$ cat src/rtl/stream_mux_rr.sv
`default_nettype none
// ============================================================================
// Module      : stream_mux_rr
// Description : N-channel valid/ready stream multiplexer with a registered
//               output stage. The source channel is either forced by index or
//               picked round-robin. Multi-beat packets lock the grant to their
//               channel until the last beat, so packets are never interleaved.
// Revision    : 1.0 - initial release
// ============================================================================
module stream_mux_rr #(
    parameter int WIDTH = 4,
    parameter int N     = 4,
    parameter int SEL_W = $clog2(N)
) (
    input  logic               clk,
    input  logic               rst_n,
    input  logic [N*WIDTH-1:0] in_data,
    input  logic [N-1:0]       in_valid,
    input  logic [N-1:0]       in_last,
    output logic [N-1:0]       in_ready,
    input  logic               force_en,
    input  logic [SEL_W-1:0]   force_sel,
    output logic [WIDTH-1:0]   out_data,
    output logic               out_last,
    output logic [SEL_W-1:0]   out_sel,
    output logic               out_valid,
    input  logic               out_ready
);

    // After reset last_grant points at the highest channel so the round-robin
    // search starts at channel 0.
    localparam logic [SEL_W-1:0] C_LAST_CH = SEL_W'(N - 1);

    logic [WIDTH-1:0] out_data_q,   out_data_d;
    logic             out_last_q,   out_last_d;
    logic [SEL_W-1:0] out_sel_q,    out_sel_d;
    logic             out_valid_q,  out_valid_d;
    logic [SEL_W-1:0] last_grant_q, last_grant_d;
    logic             locked_q,     locked_d;
    logic [SEL_W-1:0] lock_ch_q,    lock_ch_d;

    logic             load;
    logic             xfer;
    logic             grant_valid;
    logic [SEL_W-1:0] grant;
    logic [WIDTH-1:0] grant_data;
    logic             grant_last;

    // The output register can take a new beat when empty or being drained.
    assign load = !out_valid_q || out_ready;
    assign xfer = load && grant_valid;

    // Grant selection: an open packet lock wins, then the forced index, then
    // round-robin starting just after the previously granted channel.
    always_comb begin
        int   start;
        int   idx;
        logic found;
        grant       = '0;
        grant_valid = 1'b0;
        found       = 1'b0;
        start       = 0;
        idx         = 0;
        if (locked_q) begin
            grant       = lock_ch_q;
            grant_valid = in_valid[lock_ch_q];
        end else if (force_en) begin
            // Out-of-range forced indices simply produce no grant.
            if (int'(force_sel) < N) begin
                grant       = force_sel;
                grant_valid = in_valid[force_sel];
            end
        end else begin
            start = (int'(last_grant_q) + 1) % N;
            for (int k = 0; k < N; k++) begin
                idx = (start + k) % N;
                if (!found && in_valid[idx]) begin
                    found = 1'b1;
                    grant = SEL_W'(idx);
                end
            end
            grant_valid = found;
        end
    end

    // Route the granted channel's data and last flag, and raise its ready.
    always_comb begin
        grant_data = '0;
        grant_last = 1'b0;
        in_ready   = '0;
        for (int i = 0; i < N; i++) begin
            if (grant == SEL_W'(i)) begin
                grant_data = in_data[i*WIDTH +: WIDTH];
                grant_last = in_last[i];
            end
            in_ready[i] = xfer && (grant == SEL_W'(i));
        end
    end

    // Next-state: capture a transferred beat, update lock and fairness
    // pointer, or drop out_valid when the register drains with nothing new.
    always_comb begin
        out_data_d   = out_data_q;
        out_last_d   = out_last_q;
        out_sel_d    = out_sel_q;
        out_valid_d  = out_valid_q;
        last_grant_d = last_grant_q;
        locked_d     = locked_q;
        lock_ch_d    = lock_ch_q;
        if (load) begin
            if (xfer) begin
                out_data_d   = grant_data;
                out_last_d   = grant_last;
                out_sel_d    = grant;
                out_valid_d  = 1'b1;
                last_grant_d = grant;
                if (grant_last) begin
                    locked_d = 1'b0;
                end else begin
                    locked_d  = 1'b1;
                    lock_ch_d = grant;
                end
            end else begin
                out_valid_d = 1'b0;
            end
        end
    end

    // State and output registers; reset abandons any open packet.
    always_ff @(posedge clk or negedge rst_n) begin
        if (!rst_n) begin
            out_data_q   <= '0;
            out_last_q   <= 1'b0;
            out_sel_q    <= '0;
            out_valid_q  <= 1'b0;
            last_grant_q <= C_LAST_CH;
            locked_q     <= 1'b0;
            lock_ch_q    <= '0;
        end else begin
            out_data_q   <= out_data_d;
            out_last_q   <= out_last_d;
            out_sel_q    <= out_sel_d;
            out_valid_q  <= out_valid_d;
            last_grant_q <= last_grant_d;
            locked_q     <= locked_d;
            lock_ch_q    <= lock_ch_d;
        end
    end

    assign out_data  = out_data_q;
    assign out_last  = out_last_q;
    assign out_sel   = out_sel_q;
    assign out_valid = out_valid_q;

endmodule
`default_nettype wire

$ cat config.mk
export PLATFORM = sky130hd
export DESIGN_NAME = stream_mux_rr
export DESIGN_NICKNAME = d
export VERILOG_FILES = /design/src/rtl/stream_mux_rr.sv
export SDC_FILE = /design/constraint.sdc
export NUM_CORES = 1
export LEC_CHECK = 0
export ABC_AREA = 0
export ABC_CLOCK_PERIOD_IN_PS = 3600
export CORE_ASPECT_RATIO = 0.7
export CORE_UTILIZATION = 45
export CTS_CLUSTER_DIAMETER = 60
export DETAILED_ROUTE_END_ITERATION = 7
export PLACE_DENSITY = 0.93
export SETUP_SLACK_MARGIN = 0.05
export SYNTH_ARGS = -nofsm -noshare
export SYNTH_HDL_FRONTEND = slang
export SYNTH_SLANG_ARGS = --single-unit
$ cat constraint.sdc
create_clock -name clk -period 3.6 [get_ports clk]
set_input_delay 0.36 -clock clk [delete_from_list [all_inputs] [get_ports clk]]
set_output_delay 0.36 -clock clk [all_outputs]
set_load 0.05 [all_outputs]
run_1/m1.png
Scale bar: 20 um. Supply wires on this layer in gray.
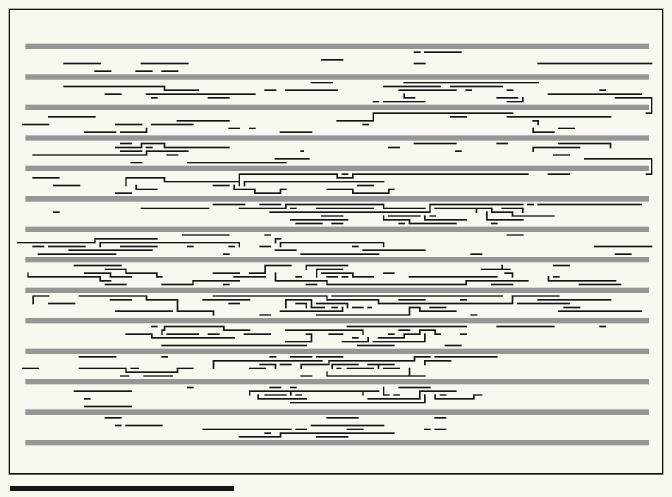
wire length on this layer: 1020 um
nets with wire on the layer: 138
total number of vias: 912
met1 track demand over resource in global routing: 26.3%

run_1/m2.png
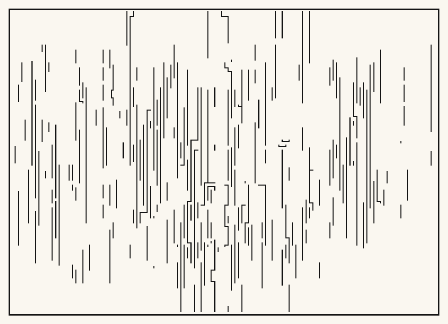
longest straight run: 20.7 um
share of all routed wire: 44%

==> run notes, run 1 <==
Results of the flow run.

The run finished with clean final reports. The critical path contains buffers and inverters numbering 3 combined. Note that the worst hold path type here is input pin to async pin. Once iteration 0 of detailed routing completed, the report listed 12 DRC markers. The tool warning count for the run is 26. The number of synthesized register bits stands at 13. The final weighted congestion recorded by global placement is around 0.93. Synthesis produced approximately 98 cells. CTS reports a maximum clock tree buffer depth of 2.

The overall routed net length stands at ~2500 um. The clock network latency to the later pin of the worst-skew pair stands at around 0.29 ns. After clock tree synthesis, the setup repair step added 0 buffers. At the end of the flow, the number of nets in the layout was between 150 and 200. The area of the core region stands at 1970 sq um.

The worst setup path is captured at an output port. In this run the cell area measured after placement is approximately 1400 sq um. The floorplan die area stands at 2410 sq um. The timing report gives the worst reg2reg path a setup slack of slightly above 1 ns. The report counts max-capacitance violations totalling 0. The worst setup skew after layout stands at 0.00611 ns. The quantity of gates resized following cts stands at 0. Per the synth stats, the proportion of register bits with asynchronous set or reset is 100%. After clock tree synthesis, the flow added hold-fix buffers numbering 0.

The synthesized design spends more area on one cell type than any other, namely sky130_fd_sc_hd__dfrtp_1. The number of failing setup endpoints in the final timing report stands at 0. Once layout is complete, the utilization of the core stands at 74.1%. The number of buffers created by CTS stands at 3. The worst path uses a little over four fifths of the clock period. Input and output buffers added on the ports amount to about 41. The number of cell instances on the worst register-to-register path stands at 7. Per the detail_route report, vias per standard cell equal around 5.5.

TritonCTS built the clock tree. The number of different library cells in the post-synthesis netlist stands at 37. The average wire per standard cell stands at between 10 and 15 um. The report lists the cells along the critical path as clkdlybuf4s50_1, and4bb_1, nor4_1, a221o_1, buf_4, and3_2, buf_12.

The leftover overflow at the end of global routing stands at 0. In the final timing run, aggregate negative setup slack is 0 ns. The final hold violation count recorded for this run is 0. The total power draw stands at ~1.3 mW. Per the run report, area growth between synthesis and finish was 46.5%.

The script parses the final routing iteration and logs DRC violations as 0. STA classifies the critical path startpoint as an input pin. The fmax stands at 330 MHz. Overall routing resource usage recorded by global route was a little under a quarter. The most critical hold endpoint after final layout shows a slack of approximately 0.43 ns. The critical path data required time stands at 3.24 ns. Total power normalized to cell area comes to ~900 nW/um^2. Setup slack closes at ~0.57 ns. According to the timing report, the critical path is launched from in_valid[3]. Counting flops with a built-in enable in the synthesized netlist gives 0. Counting every net in the synthesized netlist gives 128. 42 I/O pins were placed.

The initial antenna violation count stands at 0. The highest net fanout along the worst path stands at 10. The cell area after technology mapping stands at around 990 sq um. The clock transition time at the flip-flop clock pins of the worst setup and hold paths stands at 0.08 ns. Looking at the clock tree report, the H-tree level count equals 1.

The filler-free cell count of the finished design stands at between 150 and 200. Yosys attributes the largest share of cell area to sky130_fd_sc_hd__dfrtp_1 28%, sky130_fd_sc_hd__mux2i_1 14%, sky130_fd_sc_hd__mux2_2 10%, sky130_fd_sc_hd__dfstp_2 5.3%, sky130_fd_sc_hd__mux4_2 4.5%. The number of stages on the worst setup path stands at 7. The static leakage stands at between 0.6 and 0.7 nW. The pin count of the biggest net entering global routing stands at 14. Yosys reports a chip area of between 900 and 1000 sq um.

The kind of cell with the highest combined delay along the critical path is buffers and inverters. The fraction of the core area occupied by cells at floorplan stands at 50.5%. The design area stands at approximately 1500 sq um. The first global-routing pass estimated ~3900 um of wire.

The synthesized area per cell stands at 10.2 sq um. The critical path is of the input pin to output port type. Counting I/O delays and the setup requirement, the final critical path takes 3.03 ns. The layout cell share with drive strength beyond 1 stands at about 20%. On the worst path, the slowest cell contributes a delay of about 0.67 ns. The final max-slew violation count stands at 0.
run_1/m3.png
Scale bar: 20 um. Cells faint in the background.
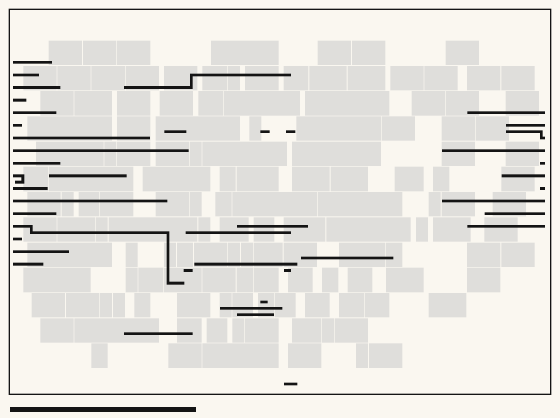
wire length on this layer: 262 um
share of all routed wire: 11%
longest straight run: 18.6 um

## run 1: worst min-delay path by stage
stage | from | endpoint | slack (ns) | cells past startpoint
after floorplan | rst_n | lock_ch_q[0] | 0.06 | 0
after global placement | out_last | out_last | 0.49 | 2
after detailed placement | out_sel[1] | out_sel[1] | 0.50 | 1
after CTS | rst_n | out_valid | 0.43 | 1
after global routing | rst_n | out_valid | 0.46 | 1
final | rst_n | out_valid | 0.43 | 1
## run 1: registers in the layout, summed over array words and instances (netlist names)
name / cells
out_data: 4
lock_ch_q: 2
out_valid: 1
out_sel: 2
out_last: 1
locked_q: 1
last_grant_q: 2
## run 1: worst register-to-register path, cell delays in order (launching register included)
cell	delay, ns
sky130_fd_sc_hd__dfstp_2	0.64
sky130_fd_sc_hd__and4bb_1	0.21
sky130_fd_sc_hd__nor4_1	0.24
sky130_fd_sc_hd__a221o_1	0.54
sky130_fd_sc_hd__buf_4	0.25
sky130_fd_sc_hd__mux2i_1	0.19
sky130_fd_sc_hd__mux2i_1	0.10
sky130_fd_sc_hd__mux2_2	0.30
## run 1: where the power goes
group | switching, mW | leakage, nW | internal (mW)
logic | 0.508 | 0.442 | 0.425
clock network | 0.0489 | 0.0150 | 0.0432
registers | 0.0745 | 0.150 | 0.231
total | 0.632 | 0.607 | 0.699
## run 1: synthesized netlist by cell type, types with 2 or more instances
master and count:
sky130_fd_sc_hd__a21oi_1 4, sky130_fd_sc_hd__a2bb2oi_1 2, sky130_fd_sc_hd__buf_2 4, sky130_fd_sc_hd__buf_4 2, sky130_fd_sc_hd__dfrtp_1 11, sky130_fd_sc_hd__dfstp_2 2, sky130_fd_sc_hd__inv_1 4, sky130_fd_sc_hd__mux2_2 9
sky130_fd_sc_hd__mux2i_1 14, sky130_fd_sc_hd__mux4_2 2, sky130_fd_sc_hd__nand2_1 6, sky130_fd_sc_hd__nand2b_1 2, sky130_fd_sc_hd__nand3b_1 2, sky130_fd_sc_hd__nor2_1 8, sky130_fd_sc_hd__nor3_1 2, sky130_fd_sc_hd__o211ai_1 2
sky130_fd_sc_hd__o21ai_1 2
## run 1: per-layer routing
metal  up-vias  wire length [um]
met5         -                 0
met4         0                87
met3        11               261
met2        49              1080
met1       420              1020
li1        432                 -
## run 1: cells by family after synthesis
logic type             count (synthesis)  share of synthesized area [%]
AND-OR/OR-AND                         18                           13.5
XOR/XNOR                               1                          0.881
buffers and inverters                 14                           8.93
flip-flops                            13                           33.0
multiplexers                          25                           28.8
AND/OR/NAND/NOR                       27                           15.0
## run 1: area by class of cell
class | count | area (sq um)
multi-input cells | 71 | 578
fillers | 134 | 510
repair buffers | 43 | 465
flip-flops and latches | 13 | 328
well taps | 30 | 37.5
clock buffers | 4 | 26.3
inverters | 6 | 22.5
## run 1: cell usage in the layout, fill, tap and decap left out, drive strengths merged, types with 2 or more instances in the layout
master	instances
clkbuf	4
o211ai	2
o21ai	3
nand3b	2
dfstp	2
clkdlybuf4s50	37
mux2i	14
buf	6
nor3	2
a2bb2oi	2
mux2	9
nand2b	3
inv	5
nor2	8
mux4	2
a21oi	4
dfrtp	11
nand2	6
run_1/clock_nets.png
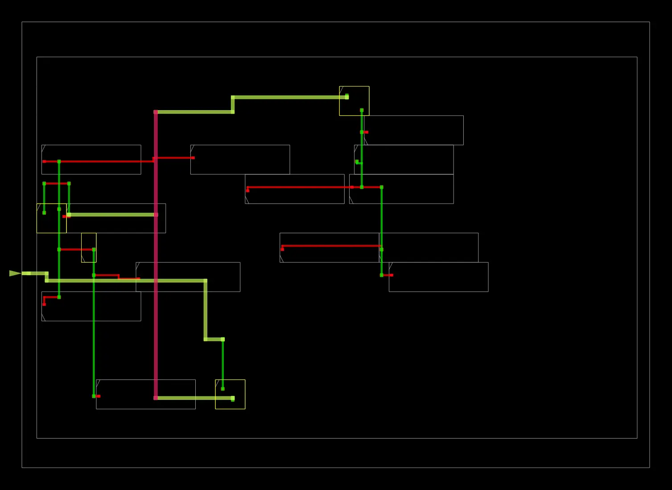

==> run 1 -> run 2 <==
ABC_CLOCK_PERIOD_IN_PS = 2600   (was 3600)
CORE_UTILIZATION = 38   (was 45)
PLACE_DENSITY = 0.85   (was 0.93)
clock period = 2.6 ns   (was 3.6 ns; I/O delays follow)
run_2/clock_nets.png
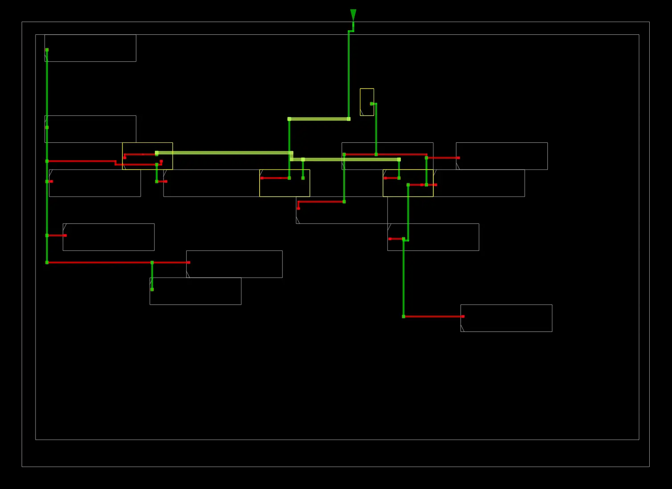
total of clock buffers placed in the layout: 4
power dissipated in the clock network: 0.178 mW
number of clock buffers inserted by TritonCTS: 3

==> run 2 against run 1 <==
Critical path depth is 1 higher. Cell count up 7.8%. Largest power group unchanged. Worst hold slack worse by 0.026 ns. Die size increased by 18%.
==> run notes, run 2 <==
Results of the flow run.

A synthesized cell averages between 10 and 15 sq um. After synthesis, the cell types taking the most area are sky130_fd_sc_hd__dfrtp_1 28%, sky130_fd_sc_hd__mux2i_1 14%, sky130_fd_sc_hd__mux2_2 10%, sky130_fd_sc_hd__dfstp_2 5.3%, sky130_fd_sc_hd__mux4_2 4.5%. Per the post-synthesis report, the nets total around 130.

After layout, the design draws a total of ~2.0 mW. The worst setup skew after layout stands at approximately 0.0019 ns. Of all flip-flops after synthesis, the portion carrying an async set or reset was 100%.

In the final layout, the share of cells above drive strength 1 is around 29%. The number of I/O pins stands at ~42. Routing resource usage on met1 recorded by global route was 24.6%. The final timing report lists a hold violation count of 0. The average wire per standard cell stands at ~14 um.

The run finished with clean final reports. The number of synthesized register bits stands at 13. The aggregate global-route resource usage stands at 18.5%. Static timing analysis puts the maximum clock frequency at 407 MHz. STA shows the worst reg2reg path with a cell count of 8. In the setup report, the worst path falls into the class input pin to output port. The final max-slew violation count recorded for this run is 0. The maximum count of clock buffers along a single path stands at 2.

Of the available clock period, the critical path in the final layout requires 94.6%. The design area stands at about 1600 sq um. The total number of H-tree levels stands at 1.

The worst-case register-to-register setup slack stands at ~0.21 ns. The number of port buffers stands at roughly 40. Of all cell types, the one taking the most synthesized area is sky130_fd_sc_hd__dfrtp_1.

The highest net fanout along the worst path stands at 7. From synthesis to final layout, the design area changed by 59.5%. Leaving out fill and tap cells, the most frequent cell in the layout is sky130_fd_sc_hd__clkdlybuf4s50_1. The final report lists the setup-violating endpoint count as 0. The number of warnings reported in the stage logs is 26. Entering global routing, the biggest net connects 14 pins.

The worst setup path is launched from an input pin. After detailed routing, the number of vias per cell comes to 5.07. The worst path needs between 2 and 2.5 ns of the cycle, external delays included. Recorded from the global router log, the overflow total was 0. The clock transition time at the flip-flop clock pins of the worst setup and hold paths stands at roughly 0.05 ns. The number of different library cells in the post-synthesis netlist stands at 37. Sorting the synthesized cells by how often they occur yields 14 x sky130_fd_sc_hd__mux2i_1, 11 x sky130_fd_sc_hd__dfrtp_1, 9 x sky130_fd_sc_hd__mux2_2.

The synthesized design contains 0 enable-type register cells. The cell area that synthesis handed to floorplanning was 995 sq um. The area of the core region stands at 2480 sq um.
run_2/m2.png
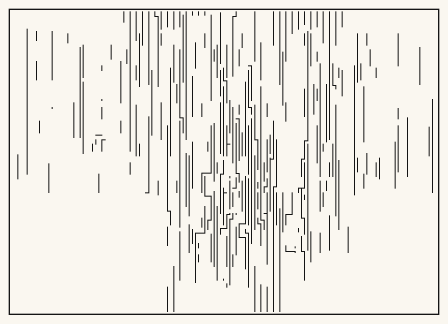
wire length on this layer: 1230 um
nets with wire on the layer: 152
share of all routed wire: 48%
longest straight run: 21.4 um
met2 layer usage reported by global route: 31.4%
total wire length: 2560 um

-- run 2: cell families (layout without fill, tap and decap cells) --
| family | after synthesis | count (layout) | synth area share (%) |
|---|---|---|---|
| mux | 25 | 25 | 28.8 |
| xor+xnor | 1 | 1 | 0.881 |
| compound gates | 18 | 18 | 13.5 |
| buf+inv | 14 | 62 | 8.93 |
| simple gates | 27 | 27 | 15.0 |
| flops | 13 | 13 | 33.0 |
-- run 2: final cells by class --
| cell class | count | area, sq um |
|---|---|---|
| clock buffers | 4 | 45.0 |
| well taps | 34 | 42.5 |
| repair buffers | 52 | 551 |
| flip-flops and latches | 13 | 328 |
| multi-input cells | 71 | 598 |
| inverters | 6 | 22.5 |
| fillers | 196 | 891 |
-- run 2: repair_timing --
action                                  4_1_cts  5_1_grt
pin swaps                                     1        1
endpoints found under the setup margin        3        4
setup buffers                                 1        1
gates resized                                 1        5
hold buffers                                  0        0
-- run 2: critical path: stages --
cell and delay, ns:
sky130_fd_sc_hd__clkdlybuf4s50_1 0.58, sky130_fd_sc_hd__and4bb_1 0.25, sky130_fd_sc_hd__nor4_2 0.06, sky130_fd_sc_hd__a221o_1 0.41, sky130_fd_sc_hd__buf_4 0.20, sky130_fd_sc_hd__nor2_1 0.12, sky130_fd_sc_hd__and2_1 0.19, sky130_fd_sc_hd__buf_12 0.14
-- run 2: per-layer routing --
metal / part of all wire, % / vias to the layer above / wire length (um)
met1: 47 / 429 / 1200
met5: 0 / - / 0
met4: 0.98 / 0 / 25
met3: 4.1 / 5 / 105
li1: - / 448 / -
met2: 48 / 30 / 1230
-- run 2: stage by stage --
step                      setup WS (ns)  std cells  util (%)  TNS, ns  hold slack, ns
after detailed placement        -0.0382        174      60.8  -0.0855           0.484
after global placement           0.0238        174      60.8        0           0.475
after floorplan                   0.122         98         -        0         -0.0356
after CTS                        0.0544        179      63.1        0           0.412
after global routing            0.00640        180      64.0        0           0.451
final                             0.141        180      64.0        0           0.401
-- run 2: how the worst min path moves through the flow --
stage,slack [ns],to,startpoint
finish,0.40,out_last,rst_n
global route,0.45,lock_ch_q[0],rst_n
CTS,0.41,out_last,rst_n
detailed placement,0.48,out_last,out_last
global placement,0.48,out_last,out_last
floorplan,-0.04,lock_ch_q[0],rst_n
-- run 2: report_power, final --
group	switching (mW)	leakage (nW)	internal, mW
Clock	0.0695	0.0228	0.108
Sequential	0.106	0.150	0.320
Combinational	0.735	0.512	0.705
run_2/gates.png
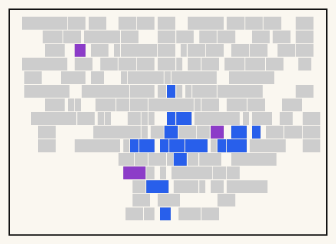

==> run 2 -> run 3 <==
CORE_ASPECT_RATIO = 0.5   (was 0.7)
run_3/gates.png
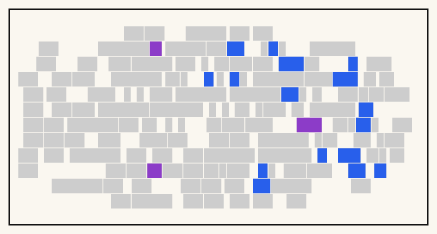
| color | family | cells |
|---|---|---|
| blue | aoi and oai cells | 16 |
| purple | and/or cells | 3 |
dominant logic cell type in the layout: sky130_fd_sc_hd__clkdlybuf4s50_1
final standard cell count with taps included and fillers excluded: 180
combinational share of cell area: 37.6%

run_3/m1.png
Scale bar: 20 um. Supply wires on this layer in gray.
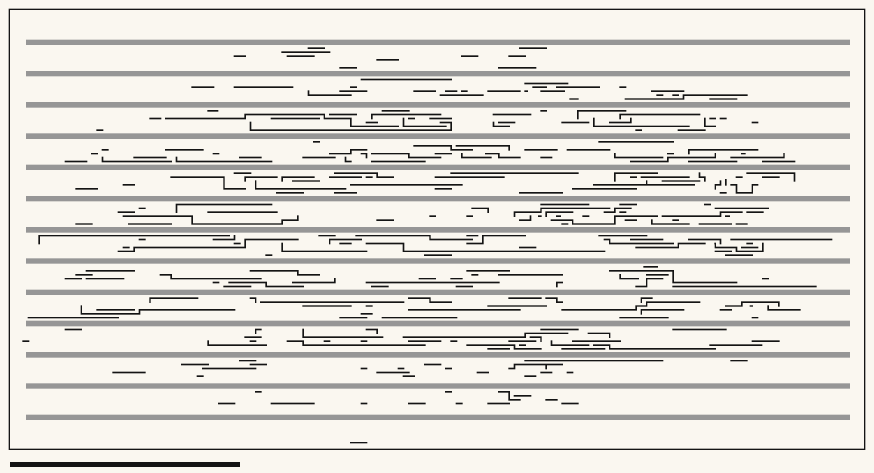
wire length on this layer: 1010 um
main direction: horizontal
share of all routed wire: 41%
nets with wire on the layer: 151

==> run 3 against run 2 <==
Via count up 2.4%. Count of clock-buffer cells in the layout unchanged. Worst hold slack worse by 0.014 ns. Design area down 0.55%. Non-clock buffer count down 1. Combinational power about the same. Worst setup slack worse by 0.027 ns. Die size up 0.33%. Maximum frequency down 1.1%. Power down 1.4%. Sequential share of layout area up 0.11 points. Core utilization up 3.3 points. Critical path type unchanged. Largest cell class unchanged.
==> run notes, run 3 <==
Results of the flow run.

The run finished with clean final reports. The number of placed instances, taps included, is approximately 180. Max fanout on the critical path was recorded as 8. The post-synth tally of flip-flops with integrated enable stands at 0.

The worst setup path is captured at an output port. The first-pass GRT wire length stands at about 4300 um. The final worst setup slack stands at about 0.11 ns. The number of cell instances on the worst register-to-register path stands at 7. The power report puts the leakage power at 0.689 nW. TritonCTS built the clock tree. The fmax stands at 402 MHz. Counting the fill cells in the layout gives 195. Per the cell usage report, the commonest logic cells after layout are 34 x sky130_fd_sc_hd__clkdlybuf4s50_1, 14 x sky130_fd_sc_hd__mux2i_1, 11 x sky130_fd_sc_hd__dfrtp_1. Per the post-synthesis stats, the area per cell is approximately 10 sq um. The area of the core region stands at around 2300 sq um. The timing report gives the clock slew at the launch and capture registers of the worst setup and hold paths as about 0.050 ns. The post-cts hold buffer count stands at 0. According to the timing report, the data required time at the worst endpoint equals 2.34 ns. Looking at the clock tree report, the H-tree level count equals 1. The fraction of the core area occupied by cells at floorplan stands at 42.5%. Summed over all layers, the routed wires come to 2450 um.

Total power normalized to cell area comes to around 1300 nW/um^2. The floorplan die area stands at between 2000 and 3000 sq um. The final route contains 934 vias. The count of endpoints failing hold in the final timing report stands at 0.

The chip area estimate from yosys synthesis stands at ~990 sq um. The gate count of the mapped netlist stands at just under 100. The total power draw stands at around 2 mW. The post-route worst hold slack stands at about 0.39 ns. In the routed layout, each cell is associated on average with a via count of between 5 and 6.

The iteration-0 DRC count of the detailed router stands at 14. The number of failing setup endpoints in the final timing report stands at 0. The worst setup skew after layout stands at approximately 0.0013 ns.

Tracing the worst setup path back leads to its startpoint at in_valid[3]. Of all cell types, the one taking the most synthesized area is sky130_fd_sc_hd__dfrtp_1.
==> run 3: cell counts after synthesis <==
No cell type changed its count.
==> run 3: kinds of logic after synthesis <==
family	share of synthesized area [%]
flops	33.0
xor+xnor	0.881
buf+inv	8.93
mux	28.8
simple gates	15.0
compound gates	13.5
==> run 3: report_power, final <==
group          switching, mW  internal, mW
clock                 0.0685         0.108
combinational          0.725         0.684
sequential             0.110         0.321
total                  0.903          1.11
==> run 3: cell type report <==
cell class	count	area [sq um]	share of cell area, %
Tap cell	35	43.8	2.78
Inverter	6	22.5	1.43
Sequential cell	13	328	20.8
Clock buffer	4	45.0	2.85
Timing Repair Buffer	51	546	34.6
Multi-Input combinational cell	71	593	37.6
==> run 3: routing by layer <==
layer	share of wire, %	vias up	global-route usage, %
li1	-	449	-
met1	41	452	23.2
met2	52	31	40.7
met3	5.6	2	5.79
met4	0.69	0	5.19
met5	0	-	0
==> run 3: worst min-delay path by stage <==
stage                     slack, ns            to  cells past startpoint      from
after global placement         0.49      out_last                      2  out_last
after detailed placement       0.50      out_last                      2  out_last
after global routing           0.43  lock_ch_q[0]                      1     rst_n
after CTS                      0.40  lock_ch_q[0]                      1     rst_n
after floorplan               -0.04  lock_ch_q[0]                      0     rst_n
final                          0.39     out_valid                      1     rst_n
==> run 3: worst max-delay path: stages <==
cell and delay (ns):
sky130_fd_sc_hd__clkdlybuf4s50_1 0.48, sky130_fd_sc_hd__buf_4 0.19, sky130_fd_sc_hd__mux4_2 0.47, sky130_fd_sc_hd__a22oi_2 0.21, sky130_fd_sc_hd__a21oi_2 0.07, sky130_fd_sc_hd__buf_4 0.18, sky130_fd_sc_hd__and3_2 0.22, sky130_fd_sc_hd__buf_12 0.15
==> run 3: through the flow <==
step                area [sq um]  utilization, %
CTS                         1570            66.9
global placement            1520            64.7
global route                1580            67.4
detailed placement          1520            64.7
finish                      1580            67.4
floorplan                   1000               -
==> run 3: what timing repair did <==
item,CTS,global route
resized,2,5
setup endpoints to repair,2,4
pin swaps,0,1
Power and IR drop assume default switching activity.
